## config.mk

```make
export PLATFORM = sky130hd
export DESIGN_NAME = hpu_cmd_tracker
export DESIGN_NICKNAME = d
export VERILOG_FILES = /design/src/rtl/hpu_cmd_tracker.sv
export SDC_FILE = /design/constraint.sdc
export NUM_CORES = 1
export LEC_CHECK = 0
export CAP_MARGIN = 20
export CORE_ASPECT_RATIO = 1.2
export CORE_UTILIZATION = 37
export CTS_BUF_LIST = sky130_fd_sc_hd__clkbuf_16
export DETAILED_ROUTE_END_ITERATION = 10
export HOLD_SLACK_MARGIN = 0.15
export PLACE_DENSITY = 0.8
export SYNTH_ARGS = -nofsm -noshare
export SYNTH_HDL_FRONTEND = slang
export SYNTH_SLANG_ARGS = --single-unit
```

## constraint.sdc

```tcl
create_clock -name clk_i -period 3.8 [get_ports clk_i]
set_clock_uncertainty 0.05 [all_clocks]
set_input_delay 0.76 -clock clk_i [delete_from_list [all_inputs] [get_ports clk_i]]
set_output_delay 0.76 -clock clk_i [all_outputs]
set_load 0.01 [all_outputs]
```

## src/rtl/hpu_cmd_tracker.sv

```systemverilog
// ---------------------------------------------------------------------------
// pspin_cfg_pkg
//    Command and response formats shared between the HPU command front-end
//    and the cluster command unit. A cmd_id names one in-flight command
//    system-wide: {cluster_id, core_id, local_cmd_id}.
// ---------------------------------------------------------------------------
package pspin_cfg_pkg;

   localparam int NUM_HPU_CMDS = 4;
   localparam int CLUSTER_ID_W = 2;
   localparam int CORE_ID_W    = 3;
   localparam int LOCAL_ID_W   = $clog2(NUM_HPU_CMDS);

   typedef struct packed {
      logic [CLUSTER_ID_W-1:0] cluster_id;
      logic [CORE_ID_W-1:0]    core_id;
      logic [LOCAL_ID_W-1:0]   local_cmd_id;
   } pspin_cmd_id_t;

   typedef struct packed {
      pspin_cmd_id_t cmd_id;
      logic          generate_event;
      logic [1:0]    cmd_type;
      logic [31:0]   src_addr;
      logic [31:0]   dst_addr;
      logic [15:0]   length;
   } pspin_cmd_t;

   typedef struct packed {
      pspin_cmd_id_t cmd_id;
      logic [31:0]   imm_data;
   } pspin_cmd_resp_t;

endpackage

// ---------------------------------------------------------------------------
// hpu_cmd_tracker
//    Per-HPU command front-end. Hands out a local_cmd_id from a pool of
//    NUM_HPU_CMDS slots, stamps the full cmd_id into the command, registers
//    the command toward the cluster command unit and frees slots when the
//    matching completion comes back (or, for commands that raise no event,
//    as soon as the command unit takes them). Per-slot completion and a
//    global busy/in-flight count are exposed for the driver's wait/test.
//
// Ports
//    clk_i, rst_i       clock, asynchronous active-high reset
//    hpu_cmd_valid_i    HPU issues a command
//    hpu_cmd_ready_o    command accepted this cycle when valid is also high
//    hpu_cmd_i          command from the HPU (its cmd_id field is ignored)
//    hpu_cmd_id_o       local_cmd_id assigned to the accepted command
//    cmd_valid_o        stamped command toward the command unit
//    cmd_ready_i        command unit accepts
//    cmd_o              stamped command
//    resp_valid_i       completion broadcast from the command unit
//    resp_i             completion (only cmd_id is used)
//    check_id_i         slot queried by the HPU
//    check_done_o       queried slot is free
//    busy_o             any slot allocated
//    num_inflight_o     number of allocated slots
//    err_spurious_o     one-cycle pulse for a response that matched this
//                       core but named a slot that cannot complete
// ---------------------------------------------------------------------------
module hpu_cmd_tracker #(
   parameter int NUM_HPU_CMDS = pspin_cfg_pkg::NUM_HPU_CMDS,
   parameter int CLUSTER_ID   = 0,
   parameter int CORE_ID      = 0
) (
   input  logic                                clk_i,
   input  logic                                rst_i,
   input  logic                                hpu_cmd_valid_i,
   output logic                                hpu_cmd_ready_o,
   input  pspin_cfg_pkg::pspin_cmd_t           hpu_cmd_i,
   output logic [$clog2(NUM_HPU_CMDS)-1:0]     hpu_cmd_id_o,
   output logic                                cmd_valid_o,
   input  logic                                cmd_ready_i,
   output pspin_cfg_pkg::pspin_cmd_t           cmd_o,
   input  logic                                resp_valid_i,
   input  pspin_cfg_pkg::pspin_cmd_resp_t      resp_i,
   input  logic [$clog2(NUM_HPU_CMDS)-1:0]     check_id_i,
   output logic                                check_done_o,
   output logic                                busy_o,
   output logic [$clog2(NUM_HPU_CMDS):0]       num_inflight_o,
   output logic                                err_spurious_o
);

   localparam int ID_W  = $clog2(NUM_HPU_CMDS);
   localparam int CNT_W = ID_W + 1;

   typedef logic [pspin_cfg_pkg::LOCAL_ID_W-1:0]   local_id_t;
   typedef logic [pspin_cfg_pkg::CLUSTER_ID_W-1:0] cluster_id_t;
   typedef logic [pspin_cfg_pkg::CORE_ID_W-1:0]    core_id_t;

   localparam cluster_id_t MY_CLUSTER = cluster_id_t'(CLUSTER_ID);
   localparam core_id_t    MY_CORE    = core_id_t'(CORE_ID);

   logic [NUM_HPU_CMDS-1:0]   alloc_q;
   logic [NUM_HPU_CMDS-1:0]   alloc_d;
   logic [NUM_HPU_CMDS-1:0]   free_slots;
   logic [ID_W-1:0]           free_id;
   logic                      any_free;
   logic                      accept;
   logic                      out_fire;
   logic [ID_W-1:0]           out_id;
   logic [ID_W-1:0]           resp_id;
   logic                      resp_match;
   logic                      resp_in_out;
   logic                      resp_free;
   logic                      resp_err;
   logic                      out_valid_q;
   logic                      out_noevt_q;
   logic                      err_q;
   logic [CNT_W-1:0]          inflight;
   logic                      resp_unused;
   pspin_cfg_pkg::pspin_cmd_t out_cmd_q;
   pspin_cfg_pkg::pspin_cmd_t stamped_cmd;

   // Only the cmd_id of a response matters; the immediate data belongs to
   // the driver's event path, not to slot bookkeeping.
   assign resp_unused = ^resp_i.imm_data;

   // Free slots come from registered state only, so a slot released this
   // cycle is not handed out again until the following cycle. Scanning from
   // the top down leaves the lowest free index in free_id; with no free slot
   // the id reads as 0.
   always_comb begin
      free_slots = ~alloc_q;
      free_id    = '0;
      for (int i = NUM_HPU_CMDS - 1; i >= 0; i--) begin
         if (free_slots[i]) begin
            free_id = ID_W'(i);
         end
      end
   end

   // The HPU may issue whenever a slot is free and the output register is
   // empty or emptying this cycle, which gives full throughput while the
   // command unit keeps cmd_ready_i high.
   assign any_free        = |free_slots;
   assign hpu_cmd_ready_o = any_free && (!out_valid_q || cmd_ready_i);
   assign hpu_cmd_id_o    = free_id;
   assign accept          = hpu_cmd_valid_i && hpu_cmd_ready_o;
   assign out_fire        = out_valid_q && cmd_ready_i;
   assign out_id          = ID_W'(out_cmd_q.cmd_id.local_cmd_id);

   // Replace whatever cmd_id the HPU supplied with the system-wide id of
   // the slot being allocated.
   always_comb begin
      stamped_cmd                     = hpu_cmd_i;
      stamped_cmd.cmd_id.cluster_id   = MY_CLUSTER;
      stamped_cmd.cmd_id.core_id      = MY_CORE;
      stamped_cmd.cmd_id.local_cmd_id = local_id_t'(free_id);
   end

   // Responses are broadcast to every core, so anything addressed to
   // another core or cluster is dropped without comment. A response for
   // this core may only free a slot that is allocated and has already left
   // the output register; anything else is reported as spurious and leaves
   // the slot state untouched.
   always_comb begin
      resp_id     = ID_W'(resp_i.cmd_id.local_cmd_id);
      resp_match  = resp_valid_i
                    && (resp_i.cmd_id.cluster_id == MY_CLUSTER)
                    && (resp_i.cmd_id.core_id == MY_CORE);
      resp_in_out = out_valid_q && (out_id == resp_id);
      resp_free   = resp_match && alloc_q[resp_id] && !resp_in_out;
      resp_err    = resp_match && !resp_free;
   end

   // Next slot state. Releases only touch allocated slots and the accept
   // only touches a free one, so a response release, a no-event release and
   // a new allocation landing in the same cycle never collide.
   always_comb begin
      alloc_d = alloc_q;
      if (resp_free) begin
         alloc_d[resp_id] = 1'b0;
      end
      if (out_fire && out_noevt_q) begin
         alloc_d[out_id] = 1'b0;
      end
      if (accept) begin
         alloc_d[free_id] = 1'b1;
      end
   end

   // Slot, output register and error pulse state. The output register is
   // loaded on accept and otherwise holds its command steady until the
   // command unit takes it. Reset drops any pending command, so the command
   // unit has to be reset alongside this block.
   always_ff @(posedge clk_i or posedge rst_i) begin
      if (rst_i) begin
         alloc_q     <= '0;
         out_valid_q <= 1'b0;
         out_noevt_q <= 1'b0;
         out_cmd_q   <= '0;
         err_q       <= 1'b0;
      end else begin
         alloc_q <= alloc_d;
         err_q   <= resp_err;
         if (accept) begin
            out_valid_q <= 1'b1;
            out_cmd_q   <= stamped_cmd;
            out_noevt_q <= !hpu_cmd_i.generate_event;
         end else if (out_fire) begin
            out_valid_q <= 1'b0;
         end
      end
   end

   // Population count of the allocated slots for the driver's status read.
   always_comb begin
      inflight = '0;
      for (int i = 0; i < NUM_HPU_CMDS; i++) begin
         inflight = inflight + CNT_W'(alloc_q[i]);
      end
   end

   assign cmd_valid_o    = out_valid_q;
   assign cmd_o          = out_cmd_q;
   assign check_done_o   = ~alloc_q[check_id_i];
   assign busy_o         = |alloc_q;
   assign num_inflight_o = inflight;
   assign err_spurious_o = err_q;

endmodule
```

**Run 1: clock network drawn from the DEF**

The bar under the picture is 20 um long.
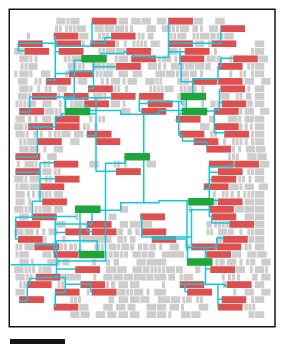
flip-flops: in red, count 92. clock wires: in cyan, length 1,100 um. cells driving clock nets: in green, count 9.
Position of the flops: widely spread. There are 10 routed clock nets.
P_clk: 835 uW
clock share of power: 16.9%

**Run 1: cell outlines without signal wires**

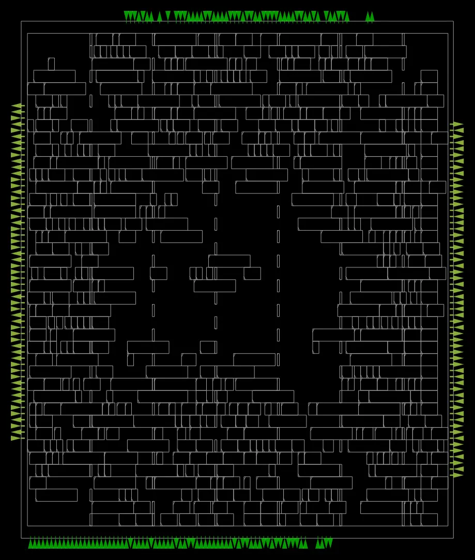
Cell Rows: 40
Seq/total area: 37.6%
# fillers: 850
Core ar.: 0.0101 sq mm
non-filler instance count after layout: 744

**Run 1: routed metal, one color a layer**

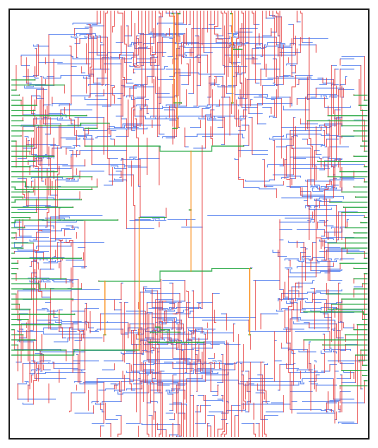
met2: in red, wire length 4,980 um. met1: in blue, wire length 3,910 um. met3: in green, wire length 932 um. met4: in orange, wire length 178 um.
via count: 3,466
Global Route Usage Sum: 18.7%
WL/cell: 13.4 um

==> results.json, run 1 <==
{
  "num_io_pins": 236,
  "synthTopLogicFamily": "simple AND/OR/NAND/NOR gates",
  "critPathMaxFanout": 6,
  "leakagePower_uw": 0.00296,
  "yosys_area_sq_mm": 0.00388,
  "hold_start": "cmd_o[51]",
  "met2_length_mm": 4.98,
  "yosys_warnings": 0,
  "die-area_sq_mm": 0.0109,
  "dr.pass1.iters": 4,
  "synthAoiAreaFrac_pct": 3.03,
  "cts_made_buffers": 9,
  "tool_warnings": 67,
  "routed_wl_mm": 10.0,
  "ys_sh_simple_pct": 29.1,
  "use_met3_pct": 6.84,
  "outcome": "complete, no violations",
  "setup_ws_ps": 535,
  "slowest_delay_ps": 560,
  "placed_area_sq_mm": 0.00586,
  "avgSynthCellArea_sq_um": 9.07,
  "synth_cell_types": 34,
  "hold_depth": 2,
  "drt_iter0_drc": 142,
  "lay_top_count": "nand2_1",
  "cts_max_path_buffers": 2,
  "gp_congestion": 0.808,
  "cp.depth": 6,
  "use_met2_pct": 33.0,
  "start_kind": "register",
  "setup_violations": 0,
  "hold_path_class": "register to register",
  "crit_chain": "inv_1 > fa_1 > inv_1 > ha_1 > ha_1 > clkdlybuf4s50_1",
  "startpoint": "alloc_q[0]",
  "grt_setup_unrepaired": "false",
  "hold_violations": 0,
  "cp_num_buf_inv": 3,
  "period_needed_ps": 3270,
  "ant_nets": 0,
  "clk_pin_slew_worst_paths_ps": 60,
  "worst_path_dominant_cell_family": "adder cells",
  "fa_ha_area_share_pct": 1.81,
  "synthCells": 428,
  "core_util_floorplan_pct": 38.4,
  "first_global_vias": 3352,
  "busiest_layer": "met2",
  "slew_violations": 0,
  "drv_cap": 0,
  "ys_sh_xor_pct": 0.451,
  "design_area_sq_mm": 0.00613,
  "ys_cells": 428,
  "arrival_ps": 2460,
  "reg2reg_to": "cmd_o[30]",
  "synthToLayoutAreaGrowth_pct": 58.0,
  "rrSetupSlack_ps": 1790,
  "cts_root_buf": "clkbuf_16"
}
==> run 1: metrics by stage <==
stage | utilization, % | power [uW]
after floorplan | - | 2800
after global placement | 57.9 | 4070
after detailed placement | 57.9 | 4140
after CTS | 60.6 | 5010
after global routing | 60.6 | 5310
final | 60.6 | 4940
==> run 1: Yosys cell counts, drive strengths merged <==
cell type / count / share of area (%)
nor2: 3 / 0.29
o22ai: 3 / 0.48
nand3: 5 / 0.90
a21oi: 2 / 0.26
nand4: 2 / 0.32
clkbuf: 5 / 0.48
xnor2: 2 / 0.45
o311ai: 1 / 0.23
a21o: 1 / 0.19
and3: 1 / 0.29
fa: 1 / 0.52
o21ai: 5 / 0.64
dfrtp: 92 / 59
a31oi: 1 / 0.16
or2b: 1 / 0.19
buf: 20 / 3.7
a211oi: 1 / 0.19
nor2b: 1 / 0.16
inv: 9 / 0.87
nand2b: 2 / 0.39
mux4: 2 / 1.2
and2: 1 / 0.16
nor4b: 1 / 0.23
a311oi: 2 / 0.45
nand2: 257 / 26
conb: 1 / 0.097
o31ai: 1 / 0.19
a2111oi: 1 / 0.23
ha: 4 / 1.3
==> run 1: power by group <==
part           total (uW)  internal (uW)  switching, uW
Clock                 835            495            340
Combinational        2340           1280           1060
Sequential           1770           1460            311
Total                4940           3230           1710
==> run 1: kinds of logic (layout without fill, tap and decap cells) <==
family	Yosys count	count (layout)
flip-flops	92	92
adder cells (fa/ha/maj)	5	5
buffers and inverters	34	220
XOR/XNOR	2	2
multiplexers	2	2
AND/OR/NAND/NOR	274	274
other	1	5
AND-OR/OR-AND	18	18
==> run 1: cell type report <==
cell class	instances	area (sq um)
timing repair buffer	196	1960
inverter	9	36.3
multi-input combinational	306	1400
clock buffer	9	225
sequential	92	2300
fill	850	3980
clock inverter	6	50.0
tap	126	158
## Run 2: what changed since run 1
Settings changed: ABC_CLOCK_PERIOD_IN_PS from default to 3800.
**Run 2: clock network drawn from the DEF**

The bar under the picture is 20 um long.
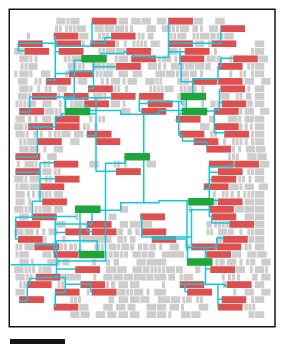
worst-skew pair later-pin latency: 330 ps

==> run 2 against run 1 <==
Final cell count is the same. Design area did not move. Global-route usage unchanged. Worst setup slack stayed put. Flip-flop count unchanged. Fmax unchanged. Routed wire length is the same. Die size unchanged. Non-clock buffer count unchanged. Critical path depth unchanged. Largest cell class unchanged. Highest routed layer unchanged.
==> results.json, run 2 <==
{
  "track_usage_pct": 18.7,
  "dr.pass1.iters": 4,
  "first_global_vias": 3352,
  "ant_nets": 0,
  "drt_iter0_drc": 142,
  "drv_cap": 0,
  "synthToLayoutAreaGrowth_pct": 58.0,
  "cts_max_path_buffers": 2,
  "start_kind": "register",
  "arrival_ps": 2460,
  "hold_path_class": "register to register",
  "worstSetupPathType": "register to output port",
  "clk_pin_slew_worst_paths_ps": 60,
  "ys_cells": 428,
  "tool_warnings": 67,
  "seq_power_share_pct": 35.8,
  "async_flop_share_pct": 100,
  "switching_share_pct": 34.7,
  "netlist.area_leader.share_pct": 59.3,
  "slowest_delay_ps": 560,
  "leakagePower_uw": 0.00296,
  "power_clock_uw": 835,
  "cts_made_buffers": 9,
  "core_sq_mm": 0.0101,
  "outcome": "complete, no violations",
  "synth_top_flop_cell": "dfrtp_1",
  "period_needed_ps": 3270,
  "fa_ha_area_share_pct": 1.81,
  "lay_top_count": "nand2_1",
  "synthTopLogicFamily": "simple AND/OR/NAND/NOR gates",
  "p_switching_uw": 1710,
  "p_int_uw": 3230,
  "p_comb_share_pct": 47.3,
  "row_count": 40,
  "synthAoiAreaFrac_pct": 3.03,
  "yosys_warnings": 0,
  "yosys_area_sq_mm": 0.00388,
  "ys_sh_simple_pct": 29.1,
  "cp_num_buf_inv": 3,
  "hold_violations": 0,
  "die-area_sq_mm": 0.0109,
  "top_power_group": "combinational logic",
  "routed_wl_mm": 10.0,
  "powerComb_uw": 2340,
  "design_area_sq_mm": 0.00613,
  "stdcell_count": 744,
  "cts_root_buf": "clkbuf_16",
  "synth_cell_types": 34,
  "avgSynthCellArea_sq_um": 9.07,
  "critPathMaxFanout": 6,
  "edf_count": 0,
  "yosysTopAreaCell": "dfrtp_1",
  "topCellsByArea": "dfrtp_1, nand2_1, nand2_2",
  "synthCells": 428,
  "fillers": 850,
  "synth_top_cell_by_count": "nand2_1",
  "worst_path_dominant_cell_family": "adder cells",
  "pg_seq_uw": 1770,
  "wl_per_cell_um": 13.4,
  "met2_length_mm": 4.98,
  "top_cells_by_count": "nand2_1, dfrtp_1, nand2_2",
  "p_clk_share_pct": 16.9,
  "num_io_pins": 236,
  "core_util_floorplan_pct": 38.4,
  "vias": 3466,
  "setup_violations": 0,
  "placed_area_sq_mm": 0.00586,
  "slew_violations": 0
}
==> run 2: cell counts in the layout (fill, tap and decap cells not counted) <==
No cell type changed its count.
==> run 2: worst reg2reg max path, cell delays in order (launching register included) <==
cell,delay [ps]
dfrtp_1,450
ha_1,230
nand3_2,100
and3_4,570
buf_4,380
nand2_1,100
nand2_1,70
==> run 2: worst paths after layout <==
path,end,cells past startpoint,from,slack [ps]
worst max-delay path,num_inflight_o[1],6,alloc_q[0],530
worst min-delay path,cmd_o[51],2,cmd_o[51],420
worst max register to register,cmd_o[30],6,alloc_q[1],1790
worst min register to register,cmd_o[51],2,cmd_o[51],420
max in group asynchronous,cmd_o[11],3,rst_i,2240
min in group asynchronous,cmd_o[28],2,rst_i,780
==> run 2: stage by stage <==
| stage | hold WS (ps) | utilization (%) | setup slack [ps] | total power (uW) |
|---|---|---|---|---|
| 2_1_floorplan | 461 | - | 598 | 2800 |
| 3_3_place_gp | 406 | 57.9 | 657 | 4070 |
| 3_5_place_dp | 411 | 57.9 | 620 | 4140 |
| 4_1_cts | 426 | 60.6 | 501 | 5010 |
| 5_1_grt | 439 | 60.6 | 400 | 5310 |
| 6_report | 419 | 60.6 | 535 | 4940 |
==> run 2: layer usage <==
layer	vias up	GRT usage (%)
met5	-	0
met4	0	6.97
met3	15	6.84
met2	140	33.0
met1	1627	20.2
li1	1684	-
==> run 2: final cells by class <==
type | instances | area [sq um] | area share (%)
multi-input cells | 306 | 1400 | 22.8
well taps | 126 | 158 | 2.57
clock inverters | 6 | 50.0 | 0.816
clock buffers | 9 | 225 | 3.67
repair buffers | 196 | 1960 | 32.0
flip-flops and latches | 92 | 2300 | 37.6
inverters | 9 | 36.3 | 0.592
Power and IR drop assume default switching activity.
